`src/rtl/lamp_pkg.sv`:
```
// lamp_pkg: shared definitions for the three-way lamp controller, its model
// and the switch->lamp stimulus/check engine.
//   state_e        : tester FSM states
//   NUM_CODES      : number of switch codes walked per run
//   lamp_expected  : lamp output a correct controller produces (odd parity)
package lamp_pkg;

   typedef enum logic [1:0] {
      IDLE = 2'd0,
      RUN  = 2'd1,
      DONE = 2'd2
   } state_e;

   localparam int NUM_CODES = 8;

   function automatic logic lamp_expected(input logic s3, input logic s2, input logic s1);
      return s3 ^ s2 ^ s1;
   endfunction

endpackage

```
`src/rtl/lamp_ctrl_tester_if.sv`:
```
// lamp_ctrl_tester_if: bundle between the tester and its environment.
//   start    : level-sampled run request
//   F        : lamp output of the controller under test
//   S1..S3   : registered switch drives
//   busy/done/pass/err_cnt/fail_vec : run status and result summary
// master = tester side, slave = environment (controller + supervisor).
interface lamp_ctrl_tester_if;
   logic       start;
   logic       F;
   logic       S1;
   logic       S2;
   logic       S3;
   logic       busy;
   logic       done;
   logic       pass;
   logic [3:0] err_cnt;
   logic [7:0] fail_vec;

   modport master (
      input  start, F,
      output S1, S2, S3, busy, done, pass, err_cnt, fail_vec
   );

   modport slave (
      output start, F,
      input  S1, S2, S3, busy, done, pass, err_cnt, fail_vec
   );
endinterface

```
`src/rtl/lamp_ctrl_tester_dwell_timer.sv`:
```
// dwell_timer: counts the cycles a switch code has been held.
//   clk, rst   : clock, async active-high reset
//   clr        : synchronous clear to 0 (wins over en)
//   en         : advance; wraps to 0 after DWELL-1
//   at_sample  : count == SAMPLE (compare F this cycle)
//   at_last    : count == DWELL-1 (last cycle of this code)
module dwell_timer #(
   parameter int DWELL  = 50,
   parameter int SAMPLE = 49
) (
   input  logic clk,
   input  logic rst,
   input  logic clr,
   input  logic en,
   output logic at_sample,
   output logic at_last
);

   localparam int CW = $clog2(DWELL);
   localparam logic [CW-1:0] SAMPLE_C = CW'(SAMPLE);
   localparam logic [CW-1:0] LAST_C   = CW'(DWELL - 1);

   logic [CW-1:0] count_q, count_d;

   always_comb begin
      count_d = count_q;
      if (clr)
         count_d = '0;
      else if (en)
         count_d = (count_q == LAST_C) ? '0 : count_q + 1'b1;
   end

   always_ff @(posedge clk or posedge rst) begin
      if (rst) count_q <= '0;
      else     count_q <= count_d;
   end

   assign at_sample = (count_q == SAMPLE_C);
   assign at_last   = (count_q == LAST_C);

endmodule

```
`src/rtl/lamp_ctrl_tester.sv`:
```
// lamp_ctrl_tester: walks {S3,S2,S1} through codes 0..7, holding each for
// DWELL cycles, compares F against odd parity once per code at dwell index
// SAMPLE and reports err_cnt / fail_vec / pass.
//   clk, rst : clock, async active-high reset (aborts a run, drops results)
//   bus      : master modport of lamp_ctrl_tester_if
module lamp_ctrl_tester
   import lamp_pkg::*;
#(
   parameter int DWELL  = 50,
   parameter int SAMPLE = 49
) (
   input  logic                  clk,
   input  logic                  rst,
   lamp_ctrl_tester_if.master    bus
);

   state_e     state_q, state_d;
   logic [2:0] pattern_q, pattern_d;
   logic [2:0] s_q, s_d;
   logic [3:0] err_cnt_q, err_cnt_d;
   logic [7:0] fail_vec_q, fail_vec_d;
   logic       tmr_clr, tmr_en;
   logic       at_sample, at_last;

   dwell_timer #(.DWELL(DWELL), .SAMPLE(SAMPLE)) u_dwell (
      .clk       (clk),
      .rst       (rst),
      .clr       (tmr_clr),
      .en        (tmr_en),
      .at_sample (at_sample),
      .at_last   (at_last)
   );

   always_comb begin
      state_d    = state_q;
      pattern_d  = pattern_q;
      err_cnt_d  = err_cnt_q;
      fail_vec_d = fail_vec_q;
      tmr_clr    = 1'b0;
      tmr_en     = 1'b0;
      unique case (state_q)
         IDLE, DONE: begin
            if (bus.start) begin
               state_d    = RUN;
               pattern_d  = '0;
               err_cnt_d  = '0;
               fail_vec_d = '0;
               tmr_clr    = 1'b1;
            end
         end
         RUN: begin
            tmr_en = 1'b1;
            // Compare uses the code currently on S, before any advance below.
            if (at_sample &&
                (bus.F != lamp_expected(pattern_q[2], pattern_q[1], pattern_q[0]))) begin
               fail_vec_d[pattern_q] = 1'b1;
               if (err_cnt_q != 4'(NUM_CODES))
                  err_cnt_d = err_cnt_q + 4'd1;
            end
            if (at_last) begin
               if (pattern_q == 3'd7) state_d   = DONE;
               else                   pattern_d = pattern_q + 3'd1;
            end
         end
         default: state_d = IDLE;
      endcase
      // S is registered: load what the pattern will be in the next state.
      s_d = (state_d == RUN) ? pattern_d : 3'b000;
   end

   always_ff @(posedge clk or posedge rst) begin
      if (rst) begin
         state_q    <= IDLE;
         pattern_q  <= '0;
         s_q        <= '0;
         err_cnt_q  <= '0;
         fail_vec_q <= '0;
      end else begin
         state_q    <= state_d;
         pattern_q  <= pattern_d;
         s_q        <= s_d;
         err_cnt_q  <= err_cnt_d;
         fail_vec_q <= fail_vec_d;
      end
   end

   assign bus.S1       = s_q[0];
   assign bus.S2       = s_q[1];
   assign bus.S3       = s_q[2];
   assign bus.busy     = (state_q == RUN);
   assign bus.done     = (state_q == DONE);
   assign bus.pass     = (state_q == DONE) && (err_cnt_q == 4'd0);
   assign bus.err_cnt  = err_cnt_q;
   assign bus.fail_vec = fail_vec_q;

endmodule

```
`src/flat_wrapper.sv`:
```
// flat-port wrapper written by rule: the top's interface ports become plain ports
module lamp_ctrl_tester_flat import lamp_pkg::*;
#(
   parameter int DWELL  = 50,
   parameter int SAMPLE = 49
)
  (clk, rst, bus_start, bus_F, bus_S1, bus_S2, bus_S3, bus_busy, bus_done, bus_pass, bus_err_cnt, bus_fail_vec);
  lamp_ctrl_tester_if bus_i ();
  input  logic clk;
  input  logic rst;
  input wire logic [$bits(bus_i.start)-1:0] bus_start;
  input wire logic [$bits(bus_i.F)-1:0] bus_F;
  output wire logic [$bits(bus_i.S1)-1:0] bus_S1;
  output wire logic [$bits(bus_i.S2)-1:0] bus_S2;
  output wire logic [$bits(bus_i.S3)-1:0] bus_S3;
  output wire logic [$bits(bus_i.busy)-1:0] bus_busy;
  output wire logic [$bits(bus_i.done)-1:0] bus_done;
  output wire logic [$bits(bus_i.pass)-1:0] bus_pass;
  output wire logic [$bits(bus_i.err_cnt)-1:0] bus_err_cnt;
  output wire logic [$bits(bus_i.fail_vec)-1:0] bus_fail_vec;
  assign bus_i.start = bus_start;
  assign bus_i.F = bus_F;
  assign bus_S1 = bus_i.S1;
  assign bus_S2 = bus_i.S2;
  assign bus_S3 = bus_i.S3;
  assign bus_busy = bus_i.busy;
  assign bus_done = bus_i.done;
  assign bus_pass = bus_i.pass;
  assign bus_err_cnt = bus_i.err_cnt;
  assign bus_fail_vec = bus_i.fail_vec;
  lamp_ctrl_tester #(.DWELL(DWELL), .SAMPLE(SAMPLE)) u_core (.clk(clk), .rst(rst), .bus(bus_i));
endmodule
```
`config.mk`:
```
export PLATFORM = sky130hd
export DESIGN_NAME = lamp_ctrl_tester_flat
export DESIGN_NICKNAME = d
export VERILOG_FILES = /design/src/rtl/lamp_pkg.sv /design/src/rtl/lamp_ctrl_tester_if.sv /design/src/rtl/lamp_ctrl_tester_dwell_timer.sv /design/src/rtl/lamp_ctrl_tester.sv /design/src/flat_wrapper.sv
export SDC_FILE = /design/constraint.sdc
export NUM_CORES = 1
export LEC_CHECK = 0
export CAP_MARGIN = 20
export CORE_UTILIZATION = 40
export CTS_CLUSTER_DIAMETER = 150
export DETAILED_ROUTE_END_ITERATION = 8
export RECOVER_POWER = 100
export SLEW_MARGIN = 20
export SYNTH_ARGS = -nofsm -noshare
export SYNTH_HDL_FRONTEND = slang
export SYNTH_HIERARCHICAL = 1
export SYNTH_SLANG_ARGS = --single-unit
```
`constraint.sdc`:
```
create_clock -name clk -period 3.8 [get_ports clk]
set_input_delay 0.57 -clock clk [delete_from_list [all_inputs] [get_ports clk]]
set_output_delay 0.57 -clock clk [all_outputs]
set_load 0.005 [all_outputs]
```
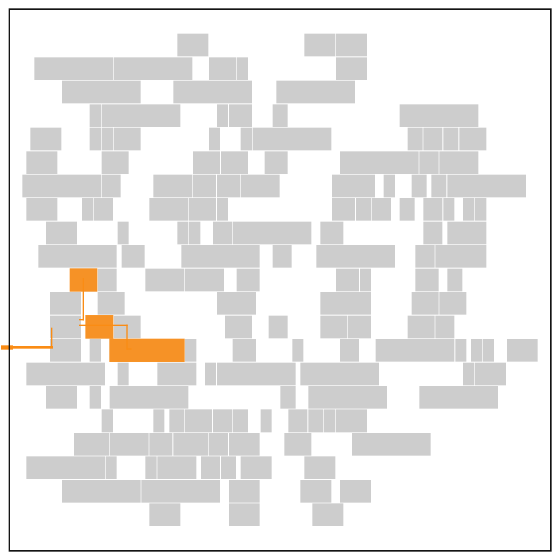
Figure 1: wires at chosen ports, followed through buffers.
Orange stands for bus_F, bits 1, direction input, end cells 3, buffers 1, wire 20.5 µm.
Top Ports: 22
number of buffers added on ports: 21

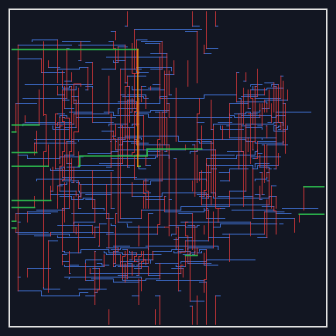
Figure 2: signal wires by layer.
Green stands for met3, wire length 95.2 µm. Orange stands for met4, wire length 23.1 µm. Red stands for met2, wire length 1440 µm. Blue stands for met1, wire length 1410 µm.
All-Layer GR Usage: 0.167
via count: 1119
drt total wl: 2.96 mm
Avg WL per Cell: 14.3 µm

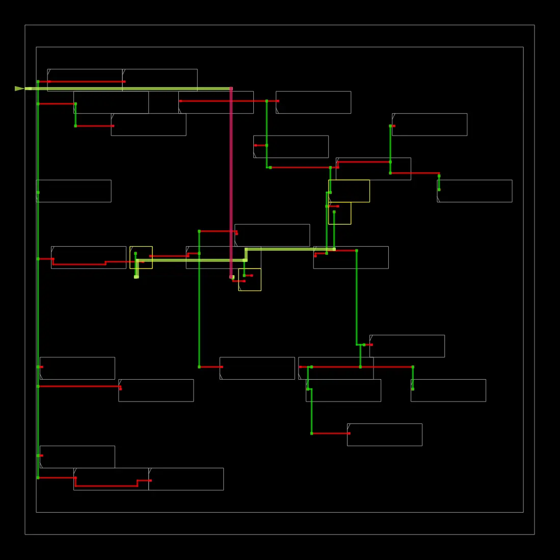
Figure 3: the clock network.
clock latency at the later pin of the worst-skew pair: 0.33 ns
total CTS buffers: 3
CTS sink count: 26

==> flow_summary.json <==
{
  "synth_cell_type_count": 49,
  "yosys.area_share.xor_xnor": 0.0401,
  "nets": 176,
  "hpwl_mm": 2.12,
  "ys_sh_aoi": 0.160,
  "finalClockPeriodUsage": 0.687,
  "drt-pass1-iter-count": 4,
  "slew_headroom": 0.491,
  "peakVddDrop_uv": 344,
  "synth-async-reset-ratio": 1.00,
  "synth_stat.cells": 142,
  "cts_resized": 0,
  "synth-main-ff-cell": "dfrtp_1",
  "path_cells": "nand2b_1 -> inv_1 -> dlygate4sd3_1",
  "min_period_ns": 2.61,
  "clk_pin_slew_ns": 0.14,
  "drt_iter0_markers": 57,
  "ant_nets": 0,
  "grt_start_max_net_pins": 21,
  "antenna_found_initial": 0,
  "required_ns": 3.23,
  "ys_seq_share": 0.444,
  "r2r-end": "u_core/bus.err_cnt[2]",
  "ys_warn_count": 6,
  "gr-usage-met2": 0.291,
  "mappedNetlistNets": 155,
  "powerDensity_nw_per_um2": 534,
  "critPathTopFamily": "buffers and inverters",
  "vias_per_cell": 5.38,
  "hold_depth": 2,
  "hold_end": "u_core/bus.fail_vec[5]",
  "topCellsByArea": "dfrtp_1 44%, ha_1 7.7%, inv_1 3.6%",
  "rr_startpoint": "u_core/u_dwell/count_q[1]",
  "critical_path_cell_count": 3,
  "rsz0062_at_grt": "no",
  "worstSetupPathType": "register to output pin",
  "setup.worst_path.start": "u_core/state_q[1]",
  "ys_area_um2": 1470,
  "max_freq_mhz": 383,
  "coreArea_um2": 3420,
  "outcome": "finished, final reports clean",
  "largest_area_cell": "dfrtp_1",
  "chipArea_um2": 3910,
  "diodes": 0,
  "top_cell": "dfrtp_1"
}
[layer usage]
| layer | share of wire | wire [µm] |
|---|---|---|
| met5 | 0 | 0 |
| met4 | 0.0078 | 23 |
| met3 | 0.032 | 95 |
| met2 | 0.49 | 1440 |
| met1 | 0.47 | 1410 |
[layout by cell type, fill, tap and decap left out, types with 5 or more instances in the layout]
cell           count
inv_1             14
ha_1               9
nor2_1            13
dlygate4sd3_1     20
nand2_1            6
nand2b_1           6
a41oi_1            5
dfrtp_1           26
o21ai_0            5
[final cells by class]
class,count,area [µm²],share of cell area
inverter,14,52.6,0.0303
sequential,26,651,0.375
timing repair buffer,21,210,0.121
clock buffer,4,36.3,0.0209
multi-input combinational,97,728,0.420
tap,46,57.6,0.0332
[report_power, final]
group          switching (mW)  internal, mW  leakage (nW)  total (mW)
Sequential             0.0777         0.342         0.345       0.420
Clock                  0.0842        0.0587        0.0210       0.143
Combinational           0.178         0.187         0.480       0.365
[per-stage QoR]
stage	instances	setup slack, ns	hold slack [ns]	instance area, µm²	utilization
after CTS	208	1.19	0.483	1740	0.508
after global routing	208	1.04	0.575	1740	0.508
after global placement	204	1.42	0.496	1700	0.497
after floorplan	142	1.66	0.361	1470	-
after detailed placement	204	1.36	0.491	1700	0.497
final	208	1.19	0.533	1740	0.508
[worst reg2reg max path: cells and delay by family (launching register included)]
family / cells / cell delay, ns
and+or+nand+nor: 4 / 1.25
DFF: 1 / 0.45
AOI/OAI and AO/OA: 1 / 0.41
adders and majority gates: 1 / 0.16
buffers and inverters: 1 / 0.07
[flip-flops by register name (all words and copies together) (netlist names)]
| signal | count |
|---|---|
| u_core/bus.fail_vec | 8 |
| u_core/u_dwell/count_q | 6 |
| u_core/bus.err_cnt | 4 |
| u_core/pattern_q | 3 |
| u_core/s_q | 3 |
| u_core/state_q | 2 |
Power figures rest on the tool's default switching activity, not on a simulated workload.
